## src/rtl/pc_pkg.sv

```systemverilog
// Shared types and default sizing for the RAT MCU program-counter unit.
package pc_pkg;

    localparam int PC_ADDR_W_DEF   = 10;
    localparam int PC_RS_DEPTH_DEF = 8;

    typedef enum logic [1:0] {
        SEL_IMMED = 2'd0,
        SEL_STACK = 2'd1,
        SEL_INTR  = 2'd2,
        SEL_RESET = 2'd3
    } pc_sel_t;

endpackage

```

## src/rtl/pc_unit_return_stack.sv

```systemverilog
// Hardware return-address LIFO; a simultaneous push and pop on a non-empty
// stack replaces the top entry in place.
module return_stack
    import pc_pkg::*;
#(
    parameter int W     = PC_ADDR_W_DEF,
    parameter int DEPTH = PC_RS_DEPTH_DEF
) (
    input  logic                     clk,
    input  logic                     rst_n,
    input  logic                     push,
    input  logic                     pop,
    input  logic [W-1:0]             wdata,
    output logic [W-1:0]             top,
    output logic [$clog2(DEPTH):0]   level,
    output logic                     full,
    output logic                     empty
);

    localparam int PTR_W = $clog2(DEPTH);
    localparam int LVL_W = PTR_W + 1;

    logic [W-1:0]     mem [DEPTH];
    logic [PTR_W-1:0] top_idx;
    logic [PTR_W-1:0] wr_idx;
    logic             do_replace;
    logic             do_push;
    logic             do_pop;
    logic             write_en;

    assign empty   = (level == '0);
    assign full    = (level == LVL_W'(DEPTH));
    assign top_idx = PTR_W'(level - LVL_W'(1));
    assign top     = mem[top_idx];

    // Push on an empty stack alongside a pop is a plain push (nothing to replace).
    assign do_replace = push && pop && !empty;
    assign do_push    = push && !full && !do_replace;
    assign do_pop     = pop && !empty && !push;
    assign write_en   = do_replace || do_push;
    assign wr_idx     = do_replace ? top_idx : level[PTR_W-1:0];

    always_ff @(posedge clk or negedge rst_n) begin
        if (!rst_n) begin
            level <= '0;
        end else if (do_push) begin
            level <= level + LVL_W'(1);
        end else if (do_pop) begin
            level <= level - LVL_W'(1);
        end
    end

    // Storage is deliberately left uncleared by reset.
    always_ff @(posedge clk) begin
        if (write_en) begin
            mem[wr_idx] <= wdata;
        end
    end

endmodule

```

## src/rtl/pc_unit.sv

```systemverilog
// RAT MCU program counter: next-address mux, PC register and internal
// return-address stack with sticky overflow/underflow flags.
module pc_unit
    import pc_pkg::*;
#(
    parameter int                ADDR_W    = PC_ADDR_W_DEF,
    parameter int                RS_DEPTH  = PC_RS_DEPTH_DEF,
    parameter logic [ADDR_W-1:0] INTR_VEC  = '1,
    parameter logic [ADDR_W-1:0] RESET_VEC = '0
) (
    input  logic                       CLK,
    input  logic                       RST_N,
    input  logic                       PC_LD,
    input  logic                       PC_INC,
    input  logic [1:0]                 PC_MUX_SEL,
    input  logic [ADDR_W-1:0]          FROM_IMMED,
    input  logic                       RS_PUSH,
    input  logic                       ERR_CLR,
    output logic [ADDR_W-1:0]          PC_COUNT,
    output logic                       RS_EMPTY,
    output logic                       RS_FULL,
    output logic [$clog2(RS_DEPTH):0]  RS_LEVEL,
    output logic                       RS_OVF,
    output logic                       RS_UNF
);

    pc_sel_t           sel;
    logic [ADDR_W-1:0] pc_q;
    logic [ADDR_W-1:0] pc_plus1;
    logic [ADDR_W-1:0] mux_out;
    logic [ADDR_W-1:0] pc_next;
    logic [ADDR_W-1:0] stack_top;
    logic              pop;
    logic              ovf_evt;
    logic              unf_evt;

    assign sel      = pc_sel_t'(PC_MUX_SEL);
    assign pc_plus1 = pc_q + ADDR_W'(1);
    assign pop      = PC_LD && (sel == SEL_STACK);

    return_stack #(
        .W     (ADDR_W),
        .DEPTH (RS_DEPTH)
    ) u_stack (
        .clk   (CLK),
        .rst_n (RST_N),
        .push  (RS_PUSH),
        .pop   (pop),
        .wdata (pc_plus1),
        .top   (stack_top),
        .level (RS_LEVEL),
        .full  (RS_FULL),
        .empty (RS_EMPTY)
    );

    always_comb begin
        mux_out = RESET_VEC;
        case (sel)
            SEL_IMMED: mux_out = FROM_IMMED;
            SEL_STACK: mux_out = RS_EMPTY ? '0 : stack_top;
            SEL_INTR:  mux_out = INTR_VEC;
            SEL_RESET: mux_out = RESET_VEC;
            default:   mux_out = RESET_VEC;
        endcase
    end

    always_comb begin
        pc_next = pc_q;
        if (PC_LD) begin
            pc_next = mux_out;
        end else if (PC_INC) begin
            pc_next = pc_plus1;
        end
    end

    // A push alongside a pop never overflows: the top entry is replaced instead.
    assign ovf_evt = RS_PUSH && RS_FULL && !pop;
    assign unf_evt = pop && RS_EMPTY;

    always_ff @(posedge CLK or negedge RST_N) begin
        if (!RST_N) begin
            pc_q   <= RESET_VEC;
            RS_OVF <= 1'b0;
            RS_UNF <= 1'b0;
        end else begin
            pc_q <= pc_next;
            if (ovf_evt) begin
                RS_OVF <= 1'b1;
            end else if (ERR_CLR) begin
                RS_OVF <= 1'b0;
            end
            if (unf_evt) begin
                RS_UNF <= 1'b1;
            end else if (ERR_CLR) begin
                RS_UNF <= 1'b0;
            end
        end
    end

    assign PC_COUNT = pc_q;

endmodule

```

## config.mk

```make
export PLATFORM = sky130hd
export DESIGN_NAME = pc_unit
export DESIGN_NICKNAME = d
export VERILOG_FILES = /design/src/rtl/pc_pkg.sv /design/src/rtl/pc_unit_return_stack.sv /design/src/rtl/pc_unit.sv
export SDC_FILE = /design/constraint.sdc
export NUM_CORES = 1
export LEC_CHECK = 0
export CORE_AREA = 2 2 93 95
export CTS_CLUSTER_DIAMETER = 150
export CTS_CLUSTER_SIZE = 40
export DETAILED_ROUTE_END_ITERATION = 12
export DIE_AREA = 0 0 95 97
export DONT_BUFFER_PORTS = 1
export GPL_ROUTABILITY_DRIVEN = 1
export PLACE_DENSITY = 0.68
export SLEW_MARGIN = 25
export SYNTH_ARGS = -nofsm -noshare
export SYNTH_HDL_FRONTEND = slang
export SYNTH_SLANG_ARGS = --single-unit
```

## constraint.sdc

```tcl
create_clock -name CLK -period 4.9 [get_ports CLK]
set_input_delay 0.735 -clock CLK [delete_from_list [all_inputs] [get_ports CLK]]
set_output_delay 0.735 -clock CLK [all_outputs]
set_load 0.01 [all_outputs]
```

### Register map, names as in the netlist, run 1

The bar under the picture is 20 um long.
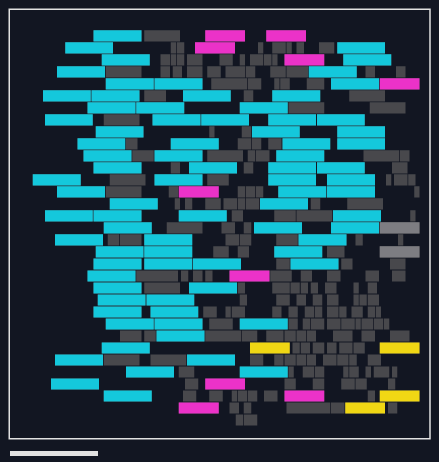
- cyan: u_stack.mem (flops 80)
- magenta: PC_COUNT (flops 10)
- yellow: u_stack.level (flops 4; where south-east)
- not coloured: 2

### Clock wiring as the flow saved it, run 1

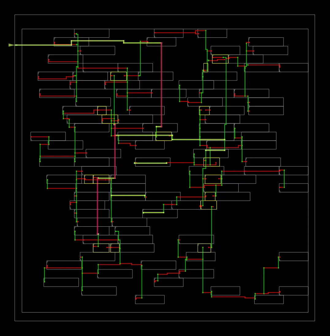
TritonCTS buffer count: 9
Seq cells: 96
clock latency on the worst-skew pair: 0.36 ns
Clock net power: 0.000474 W

==> results.sh, run 1 <==
# physical design summary
export IMPL_status="finished, final reports clean"
export IMPL_rrSetupSlack_ns=1.64
export IMPL_mux_share=0.112
export IMPL_synthTopLogicFamily="multiplexers"
export IMPL_antenna_cells=1
export IMPL_required_ns=4.89
export IMPL_nClkBuffers=9
export IMPL_port_buffers=0
export IMPL_top_usage_layer="met2"
export IMPL_yosys_area_mm2=0.00444
export IMPL_cts_resized=0
export IMPL_ys_warn_count=0
export IMPL_grt_remaining_overflow=0
export IMPL_cp_max_fo=12
export IMPL_dp_final_hpwl_mm=6.42
export IMPL_p_comb_frac=0.381
export IMPL_fin_area_mm2=0.00469
export IMPL_finalSetupTns_ns=0
export IMPL_grt_use_met2=0.326
export IMPL_fin_crit_ns=3.26
export IMPL_area_growth_pct=5.58
export IMPL_crit_path_end_kind="flip-flop"
export IMPL_firstDrtPassIters=4
export IMPL_ys_sh_adder=0.00846
export IMPL_num_multi_input_gates=172
export IMPL_edf_count=80
export IMPL_topCellsByArea="edfxtp_1, mux4_2, dfrtp_1"
export IMPL_xor_area_frac=0.0417
export IMPL_die_x_um=95
export IMPL_powerDensity_mw_per_mm2=603
export IMPL_finish_net_count=310
export IMPL_synth_flops=96
export IMPL_pwr_share_clk=0.168
export IMPL_initial_core_util=0.546
export IMPL_hp_class="in -> async"
export IMPL_drt_iter0_drc=169
export IMPL_crit_arrival_ns=3.25
export IMPL_fin_crit_sh=0.666
export IMPL_slowest_delay_ns=0.65
export IMPL_antenna_left=0
export IMPL_placed_cell_area_mm2=0.00449
export IMPL_chip_area_mm2=0.00922
export IMPL_buf_share=0.00320
export IMPL_clkTransAtPathRegs_ns=0.10
export IMPL_fin_ws_ns=1.64
export IMPL_p_sw_frac=0.364
export IMPL_top_cells_by_count="edfxtp_1, mux4_2, dfrtp_1"
export IMPL_top_register="u_stack.mem"
export IMPL_clock_sinks=96
export IMPL_powerSeq_w=0.00128
export IMPL_stdcell_count=400
export IMPL_cts_tree="built"
export IMPL_syn_num_nets=317
export IMPL_dp_cells=383
export IMPL_grtUsageMet3=0.0569
export IMPL_reg2reg_from="u_stack.level[1]"
export IMPL_crit_type="reg -> reg"
export IMPL_dr_wl_met2_mm=4.57
export IMPL_via_per_inst=6.55
export IMPL_largest_class="registers"
export IMPL_fill_cells=630
export IMPL_nNonClkInverters=8
export IMPL_syn_cell_area_mm2=0.00444
export IMPL_cpMaxStageDelayCell="nor2_2"
export IMPL_yosys_stat_seqShare=0.632
export IMPL_warning_count=27
export IMPL_dp_slack_ns=1.50
export IMPL_regArea_mm2=0.00280
export IMPL_startpoint_type="flip-flop"
export IMPL_root_buffer="clkbuf_8"
export IMPL_comb_area_mm2=0.00153
export IMPL_worst_pin_slew_ns=0.754
export IMPL_compound_area_frac=0.0756
### Routed metal, one colour a layer, run 1

The bar under the picture is 20 um long.
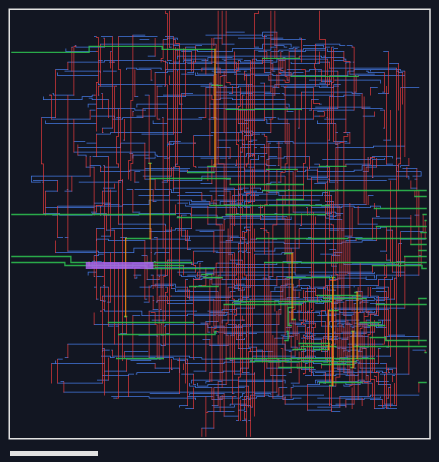
- orange: metal 4 (wire length 133 um)
- green: metal 3 (wire length 805 um)
- red: metal 2 (wire length 4,570 um)
- purple: metal 5 (wire length 13.8 um)
- blue: metal 1 (wire length 4,200 um)
GRT Total Usage: 0.220
via count: 2,621
routed wire length: 9.72 mm
DR WL/cell: 24.3 um

## Run 2: what changed since run 1
--- a/config.mk
+++ b/config.mk
@@ -12,7 +12,7 @@
 export DIE_AREA = 0 0 95 97
 export DONT_BUFFER_PORTS = 1
 export GPL_ROUTABILITY_DRIVEN = 1
-export PLACE_DENSITY = 0.68
+export PLACE_DENSITY = 0.71
 export SLEW_MARGIN = 25
 export SYNTH_ARGS = -nofsm -noshare
 export SYNTH_HDL_FRONTEND = slang
==> constraint.sdc (replaced) <==
create_clock -name CLK -period 2.8 [get_ports CLK]
set_input_delay 0.42 -clock CLK [delete_from_list [all_inputs] [get_ports CLK]]
set_output_delay 0.42 -clock CLK [all_outputs]
set_load 0.01 [all_outputs]
### Clock wiring as the flow saved it, run 2

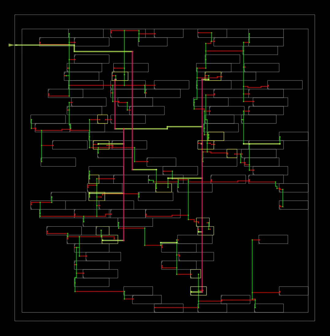
clock latency on the worst-skew pair: 0.38 ns
Clock net power: 0.000900 W
clock buffers: 10

### Routed metal, one colour a layer, run 2

The bar under the picture is 20 um long.
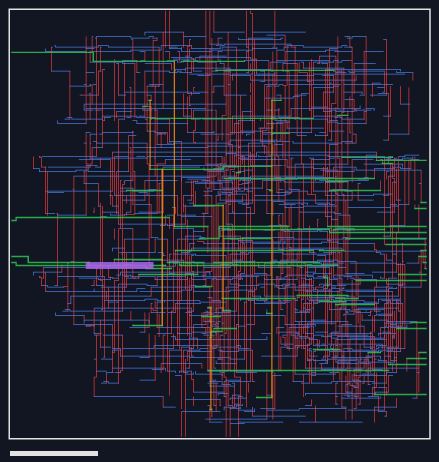
- orange: metal 4 (wire length 203 um)
- green: metal 3 (wire length 817 um)
- blue: metal 1 (wire length 4,080 um)
- purple: metal 5 (wire length 13.8 um)
- red: metal 2 (wire length 4,690 um)

### Register map, names as in the netlist, run 2

The bar under the picture is 20 um long.
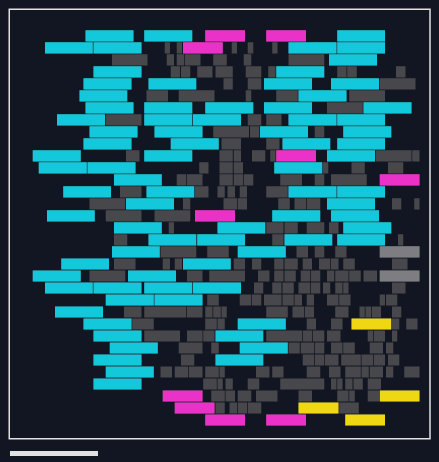
- magenta: PC_COUNT (flops 10)
- yellow: u_stack.level (flops 4; where south-east)
- cyan: u_stack.mem (flops 80)
- not coloured: 2

==> results.sh, run 2 <==
# physical design summary
export IMPL_flop_count=96
export IMPL_area_growth_pct=9.39
export IMPL_yosys_stat_seqShare=0.632
export IMPL_dp_cells=402
export IMPL_topCellsByArea="edfxtp_1, mux4_2, dfrtp_1"
export IMPL_fin_area_mm2=0.00485
export IMPL_status="finished, final reports clean"
export IMPL_cts_tree="built"
export IMPL_slowest_delay_ns=0.52
export IMPL_hp_class="in -> reg"
export IMPL_xor_area_frac=0.0417
export IMPL_placed_cell_area_mm2=0.00464
export IMPL_compound_area_frac=0.0756
export IMPL_startpoint_type="flip-flop"
export IMPL_via_count=2694
export IMPL_cts_inserted_buffers=9
export IMPL_wire_per_inst_um=23.4
export IMPL_pwr_share_clk=0.175
export IMPL_edf_count=80
export IMPL_track_usage=0.233
export IMPL_top_register="u_stack.mem"
export IMPL_largest_class="registers"
export IMPL_buf_share=0.0345
export IMPL_top_cells_by_count="edfxtp_1, mux4_2, dfrtp_1"
export IMPL_antenna_cells=1
export IMPL_dr_wl_met2_mm=4.69
export IMPL_p_comb_frac=0.400
export IMPL_clock_sinks=96
export IMPL_crit_arrival_ns=2.61
export IMPL_rrSetupSlack_ns=0.20
export IMPL_cpMaxStageDelayCell="nor2_2"
export IMPL_synthTopLogicFamily="multiplexers"
export IMPL_fin_crit_sh=0.928
export IMPL_regArea_mm2=0.00280
export IMPL_grt_use_met2=0.357
export IMPL_root_buffer="clkbuf_8"
export IMPL_dp_final_hpwl_mm=6.64
Power and IR drop assume default switching activity.
